==> config.mk <==
export PLATFORM = sky130hd
export DESIGN_NAME = rr_arbiter4
export DESIGN_NICKNAME = d
export VERILOG_FILES = /design/src/rtl/arb_pkg.sv /design/src/rtl/decoder2to4.sv /design/src/rtl/mux4to1.sv /design/src/rtl/rr_pick4.sv /design/src/rtl/rr_arbiter4.sv
export SDC_FILE = /design/constraint.sdc
export NUM_CORES = 1
export LEC_CHECK = 0
export ABC_AREA = 1
export ABC_CLOCK_PERIOD_IN_PS = 2000
export CORE_ASPECT_RATIO = 0.7
export CORE_MARGIN = 2
export CORE_UTILIZATION = 48
export DETAILED_ROUTE_END_ITERATION = 10
export HOLD_SLACK_MARGIN = 0.15
export PLACE_DENSITY = 0.77
export SKIP_LAST_GASP = 1
export SLEW_MARGIN = 0
export SYNTH_ARGS = -nofsm -noshare
export SYNTH_HDL_FRONTEND = slang
export SYNTH_SLANG_ARGS = --single-unit
export TNS_END_PERCENT = 100
==> constraint.sdc <==
create_clock -name clk -period 2 [get_ports clk]
set_clock_uncertainty 0.1 [all_clocks]
set_input_delay 0.4 -clock clk [delete_from_list [all_inputs] [get_ports clk]]
set_output_delay 0.4 -clock clk [all_outputs]
set_load 0.02 [all_outputs]
==> src/rtl/arb_pkg.sv <==
// Shared types for the round-robin channel arbiter.
package arb_pkg;

  localparam int NUM_REQ = 4;

  typedef enum logic [1:0] {
    IDLE = 2'd0,
    OWN  = 2'd1,
    TURN = 2'd2
  } arb_state_t;

  typedef logic [1:0] req_idx_t;

endpackage

==> src/rtl/decoder2to4.sv <==
// Library 2-to-4 one-hot decoder with active-high enable s.
module decoder2to4 (
  input  logic [1:0] a,
  input  logic       s,
  output logic [3:0] y
);

  // Output is all zero when disabled, otherwise one-hot on a.
  always_comb begin
    y = 4'b0000;
    if (s) y[a] = 1'b1;
  end

endmodule

==> src/rtl/mux4to1.sv <==
// Library 4-to-1 bit multiplexer with active-high enable e.
module mux4to1 (
  input  logic [3:0] d,
  input  logic [1:0] s,
  input  logic       e,
  output logic       y
);

  // Selected bit, forced low when disabled.
  always_comb begin
    y = e & d[s];
  end

endmodule

==> src/rtl/rr_pick4.sv <==
// Rotating-priority picker: first set request bit searching ptr+1, ptr+2,
// ptr+3, ptr (mod 4). Purely combinational.
module rr_pick4
  import arb_pkg::*;
(
  input  logic [3:0] req,
  input  req_idx_t   ptr,
  output logic       valid,
  output req_idx_t   idx
);

  req_idx_t cand;

  // Walk the four positions after ptr; the last one visited is ptr itself.
  always_comb begin
    valid = 1'b0;
    idx   = ptr;
    cand  = ptr;
    for (int k = 1; k <= NUM_REQ; k++) begin
      cand = ptr + req_idx_t'(k);
      if (!valid && req[cand]) begin
        valid = 1'b1;
        idx   = cand;
      end
    end
  end

endmodule

==> src/rtl/rr_arbiter4.sv <==
// Round-robin arbiter sharing one serial data bit between four requesters,
// with bounded hold time and one idle turnaround cycle between owners.
//
//  state | meaning
//  ------+------------------------------------------------------------
//  IDLE  | no owner; arbitrate on every edge
//  OWN   | sel_q owns the channel; counting consecutive owned cycles
//  TURN  | single idle cycle after a release; arbitrate on next edge
module rr_arbiter4
  import arb_pkg::*;
#(
  parameter int MAX_HOLD = 8,
  parameter int CW       = 8
) (
  input  logic       clk,
  input  logic       rst_n,
  input  logic [3:0] req,
  input  logic [3:0] din,
  output logic [3:0] grant,
  output logic [1:0] sel,
  output logic       busy,
  output logic       dout,
  output logic       timeout
);

  localparam logic [CW-1:0] HOLD_MAX = CW'(MAX_HOLD);
  localparam logic [CW-1:0] HOLD_ONE = CW'(1);

  arb_state_t    state_q, state_d;
  req_idx_t      ptr_q, ptr_d;
  req_idx_t      sel_q, sel_d;
  logic [CW-1:0] cnt_q, cnt_d;
  logic          timeout_q, timeout_d;

  logic          pick_valid;
  req_idx_t      pick_idx;

  rr_pick4 u_pick (
    .req   (req),
    .ptr   (ptr_q),
    .valid (pick_valid),
    .idx   (pick_idx)
  );

  // State, pointer, owner, hold counter and timeout pulse registers.
  // ptr resets to 3 so requester 0 is searched first.
  always_ff @(posedge clk or negedge rst_n) begin
    if (!rst_n) begin
      state_q   <= IDLE;
      ptr_q     <= 2'd3;
      sel_q     <= 2'd0;
      cnt_q     <= '0;
      timeout_q <= 1'b0;
    end else begin
      state_q   <= state_d;
      ptr_q     <= ptr_d;
      sel_q     <= sel_d;
      cnt_q     <= cnt_d;
      timeout_q <= timeout_d;
    end
  end

  // Next-state logic; a release in OWN wins over any other request activity,
  // and ptr keeps the previous owner through TURN so it is re-picked last.
  always_comb begin
    state_d   = state_q;
    ptr_d     = ptr_q;
    sel_d     = sel_q;
    cnt_d     = cnt_q;
    timeout_d = 1'b0;
    unique case (state_q)
      IDLE, TURN: begin
        if (pick_valid) begin
          state_d = OWN;
          sel_d   = pick_idx;
          ptr_d   = pick_idx;
          cnt_d   = HOLD_ONE;
        end else begin
          state_d = IDLE;
        end
      end
      OWN: begin
        if (!req[sel_q]) begin
          state_d = TURN;
        end else if (cnt_q == HOLD_MAX) begin
          state_d   = TURN;
          timeout_d = 1'b1;
        end else begin
          cnt_d = cnt_q + HOLD_ONE;
        end
      end
      default: state_d = IDLE;
    endcase
  end

  assign busy    = (state_q == OWN);
  assign sel     = sel_q;
  assign timeout = timeout_q;

  decoder2to4 u_grant_dec (
    .a (sel_q),
    .s (busy),
    .y (grant)
  );

  mux4to1 u_dout_mux (
    .d (din),
    .s (sel_q),
    .e (busy),
    .y (dout)
  );

endmodule
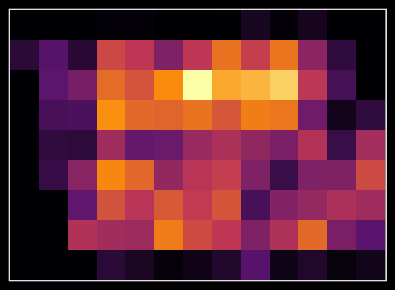
Fig. 1. Wiring heat map (run 1).
(6 px per µm) 13 x 9 tiles, from black (low) to pale yellow (high), scaled to the fullest tile. Values are wire area over tile area, all layers added.
densest ninth of the die	center
mean over tiles	0.15
tiles over half the peak	26%
GRT Resource Usage Total: 0.202
via count: 1097
detailed-route wire length per cell: 11.7 µm
Total Routed Length: 2590 µm

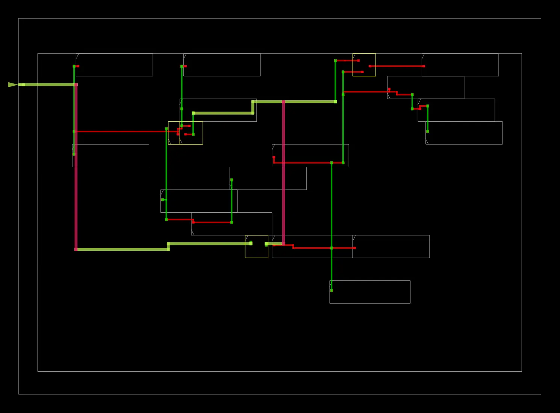
Fig. 2. The clock network (run 1).
# clk buffers: 4
Clk. pwr: 179 µW

==> metrics.cfg, run 1 <==
[final_timing]
fin_ws_ns = 0.0480
max_freq_mhz = 512
hold_slack_ns = 0.277
relSlewSlack = 0.748

[detailed_routing]
remaining_drc_errors = 0
viasPerCell = 4.94
drt_pass1_iterations = 4

[logic_synthesis]
ys.flop_type = dfrtp_1
synth_area_per_cell_um2 = 7.25
synthArstFlopShare = 1.00
synth-seq-cells = 15
yosysUniqueCellTypes = 31

[outcome]
status = finished, final reports clean

[finish]
inverters = 16
ff_count = 15
nNetsFinal = 203
layout.nonclk_buf_frac = 0.189

[pwr]
power.static_leakage_nw = 0.736

[placed_design]
io_buffers = 18
place_congestion = 0.835

[critical_path]
ff2ff_path_depth = 11
r2r_setup_slack_ns = 0.18
arrival_ns = 1.45

[clock_tree]
cts.sinks = 15
h-tree-depth = 1
postCtsHoldBufs = 0
path_clk_slew_ns = 0.09

[global_routing]
grt_pass1_wl_um = 4360

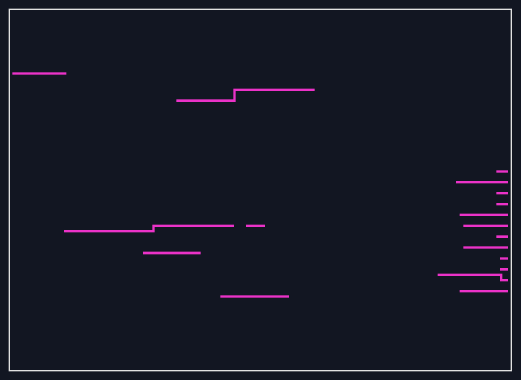
Fig. 3. Metal 3 (run 1).
(8 px per µm)
main direction	horizontal
wire length on this layer	107 µm
GR Util met3: 0.0574

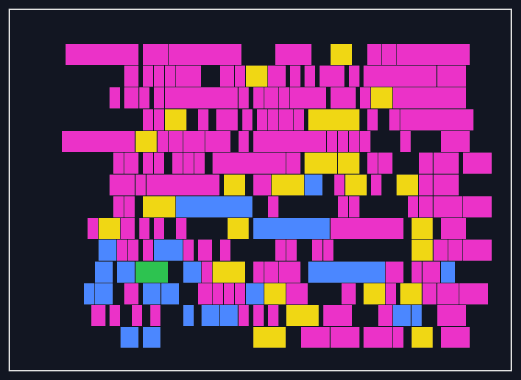
Fig. 4. Cells by drive strength (run 1).
(8 px per µm)
size	color	cells
_6 and larger	green	1
_2 cells	blue	22
_0 and _1 cells	magenta	143
_3 and _4 cells	yellow	24

-- run 1: cells by family after synthesis --
| group | synth area share |
|---|---|
| compound gates | 0.0467 |
| xor+xnor | 0.0380 |
| flops | 0.328 |
| buf+inv | 0.0955 |
| fa+ha+maj | 0.0217 |
| simple gates | 0.470 |
-- run 1: worst max-delay path, cell delays in order, from the launching register on --
cell	delay [ns]
dfrtp_2	0.42
buf_4	0.14
clkdlybuf4s50_1	0.59
-- run 1: state kept, by name, summed over array words and instances (netlist names) --
signal,cells
sel,2
timeout,1
state_q,2
cnt_q,8
ptr_q,2
-- run 1: what timing repair did --
item                                    in CTS  in global routing
buffers inserted                             2                  0
gates resized                                6                  5
endpoints found under the setup margin       7                  4
-- run 1: layer usage --
metal | up-vias | GRT usage | wire length (µm)
li1 | 567 | - | -
met1 | 506 | 0.259 | 1280
met2 | 20 | 0.329 | 1160
met3 | 4 | 0.0574 | 107
met4 | 0 | 0.0889 | 36
met5 | - | 0 | 0
-- run 1: worst max-delay path by stage --
stage	to	slack [ns]	depth (start not counted)
3_5_place_dp	dout	-0.21	4
2_1_floorplan	grant[0]	-0.05	5
5_1_grt	sel[1]	-0.003	2
3_3_place_gp	dout	-0.22	4
4_1_cts	sel[1]	0.007	2
6_report	sel[1]	0.05	2
-- run 1: power by group --
group	leakage (nW)	internal (mW)	switching, mW	total, mW
logic	0.530	0.587	0.850	1.44
clock network	0.0150	0.0778	0.101	0.179
registers	0.191	0.412	0.142	0.554
total	0.736	1.08	1.09	2.17
-- run 1: cell usage in the layout (no fill, tap or decap), types with 4 or more instances in the layout --
cell type        instances
nand2_2                 11
clkdlybuf4s50_1         12
nor3_1                   4
nor2_1                  14
dfrtp_1                 12
nand2_4                  6
dlygate4sd2_1            4
inv_1                   12
buf_4                   14
nand3_1                 16
nand2_1                 46
Fig. 5: run 1, sequential cells grouped by signal name
(6 px per µm) Other sequential cells in the stronger gray, the rest of the logic in the fainter gray.
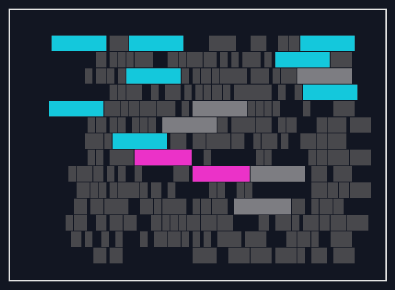

==> run 2: changes to the inputs <==
--- a/config.mk
+++ b/config.mk
@@ -7,7 +7,7 @@
 export LEC_CHECK = 0
 export ABC_AREA = 1
 export ABC_CLOCK_PERIOD_IN_PS = 2000
-export CORE_ASPECT_RATIO = 0.7
+export CORE_ASPECT_RATIO = 0.6
 export CORE_MARGIN = 2
 export CORE_UTILIZATION = 48
 export DETAILED_ROUTE_END_ITERATION = 10
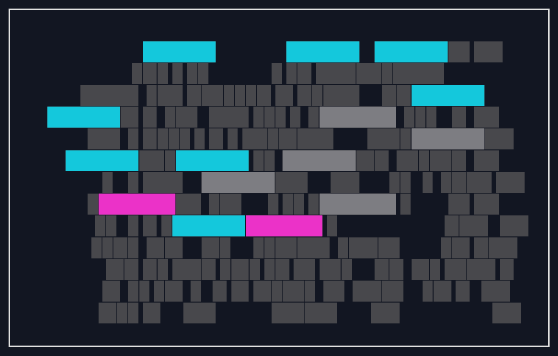
Fig. 6. Sequential cells grouped by signal name (run 2).
(8 px per µm) Other sequential cells in the stronger gray, the rest of the logic in the fainter gray.
signal	color	placed flops
cnt_q	cyan	8
ptr_q	magenta	2
not colored	5

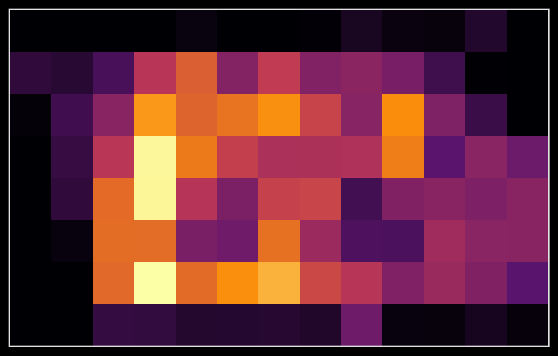
Fig. 7. Wiring heat map (run 2).
(8 px per µm) 13 x 8 tiles, from black (low) to pale yellow (high), scaled to the fullest tile. Values are wire area over tile area, all layers added.
tiles over half the peak	24%
mean over tiles	0.16
densest ninth of the die	center

==> run 2 against run 1 <==
- area after synthesis stayed put
- combinational power barely moved
- global-route usage grew 0.94 points
- setup slack better by 0.054 ns
- sequential cell count stayed put
- largest cell class unchanged
==> metrics.cfg, run 2 <==
[logic_synthesis]
ys.flop_type = dfrtp_1
synth-seq-cells = 15
mux_area_frac = 0
xor_share = 0.0380
top_logic_kind = simple AND/OR/NAND/NOR gates
ys_sh_simple = 0.470
fa_ha_area_frac = 0.0217
edf_count = 0
synthArstFlopShare = 1.00
synth_area_per_cell_um2 = 7.25
ys_sh_aoi = 0.0467

[critical_path]
r2r_start = ptr_q[0]
path_cells = buf_4 -> nor3_1 -> dlygate4sd2_1
path_delay_family = buffers and inverters
ff2ff_path_depth = 11
arrival_ns = 1.40
slowest_delay_ns = 0.45
path_buffers = 2
cp.depth = 3
critPathSlowestCell = dfrtp_2

[global_routing]
grtUsageTotal = 0.212
grt_pass1_wl_um = 4510

[detailed_routing]
wl_met1_um = 1300
wl_met2_um = 1260
dr_wl_met3_um = 209
viasPerCell = 5.17
remaining_drc_errors = 0
wl_per_cell_um = 13.0
routed_wl_um = 2810
routed.top_layer = met4
drt_pass1_iterations = 4

[final_timing]
relSlewSlack = 0.833

[pwr]
clkPwrFrac = 0.113
powerComb_mw = 1.44
power.group.top = combinational cells
pg_seq_uw = 565
clk-power_uw = 254
p_comb_frac = 0.637
seqPwrFrac = 0.251
switching_share = 0.505
power.static_leakage_nw = 0.735

[clock_tree]
post-cts-setup-buffers = 0
cts.sinks = 15
path_clk_slew_ns = 0.07

[placed_design]
io_buffers = 18
place_congestion = 0.844

[finish]
layout_top_cell = nand2_1
final_layout_top_logic_cells = nand2_1 (46), nand3_1 (16), nor2_1 (14), inv_1 (12), clkdlybuf4s50_1 (12)
largest_register_ffs = 8

[outcome]
status = finished, final reports clean

[run 2: per-stage QoR]
| step | util | hold slack (ns) | TNS (ns) | worst slack [ns] |
|---|---|---|---|---|
| after floorplan | - | 0.00441 | -0.180 | -0.0451 |
| after global placement | 0.643 | 0.427 | -0.421 | -0.216 |
| after detailed placement | 0.643 | 0.430 | -0.916 | -0.243 |
| after CTS | 0.661 | 0.371 | 0 | 0.0428 |
| after global routing | 0.661 | 0.393 | 0 | 0.00327 |
| final | 0.661 | 0.361 | 0 | 0.102 |
[run 2: cell type report]
| type | count | area [µm²] | share of cell area |
|---|---|---|---|
| multi-input combinational | 123 | 664 | 0.455 |
| inverter | 16 | 67.6 | 0.0462 |
| timing repair buffer | 29 | 265 | 0.182 |
| sequential | 15 | 380 | 0.260 |
| tap | 30 | 37.5 | 0.0257 |
| clock inverter | 1 | 5.00 | 0.00342 |
| clock buffer | 3 | 41.3 | 0.0283 |
[run 2: path summary, 6_finish.rpt]
path | to | slack (ns)
setup / recovery | grant[2] | 0.10
hold / removal | cnt_q[0] | 0.36
setup reg to reg | cnt_q[7] | 0.12
hold reg to reg | ptr_q[1] | 0.44
max in group asynchronous | ptr_q[0] | 1.19
min in group clk | ptr_q[1] | 0.44
[run 2: metal layers]
metal / up-vias / track usage
met2: 49 / 0.319
met3: 6 / 0.0515
li1: 563 / -
met1: 504 / 0.304
met4: 0 / 0.0531
met5: - / 0
[run 2: repair_timing]
item                                    4_1_cts  5_1_grt
endpoints found under the setup margin        6        2
pin swaps                                     0        0
resized                                       7        5
hold buffers                                  0        0
Power is estimated from default activity; no workload was simulated.
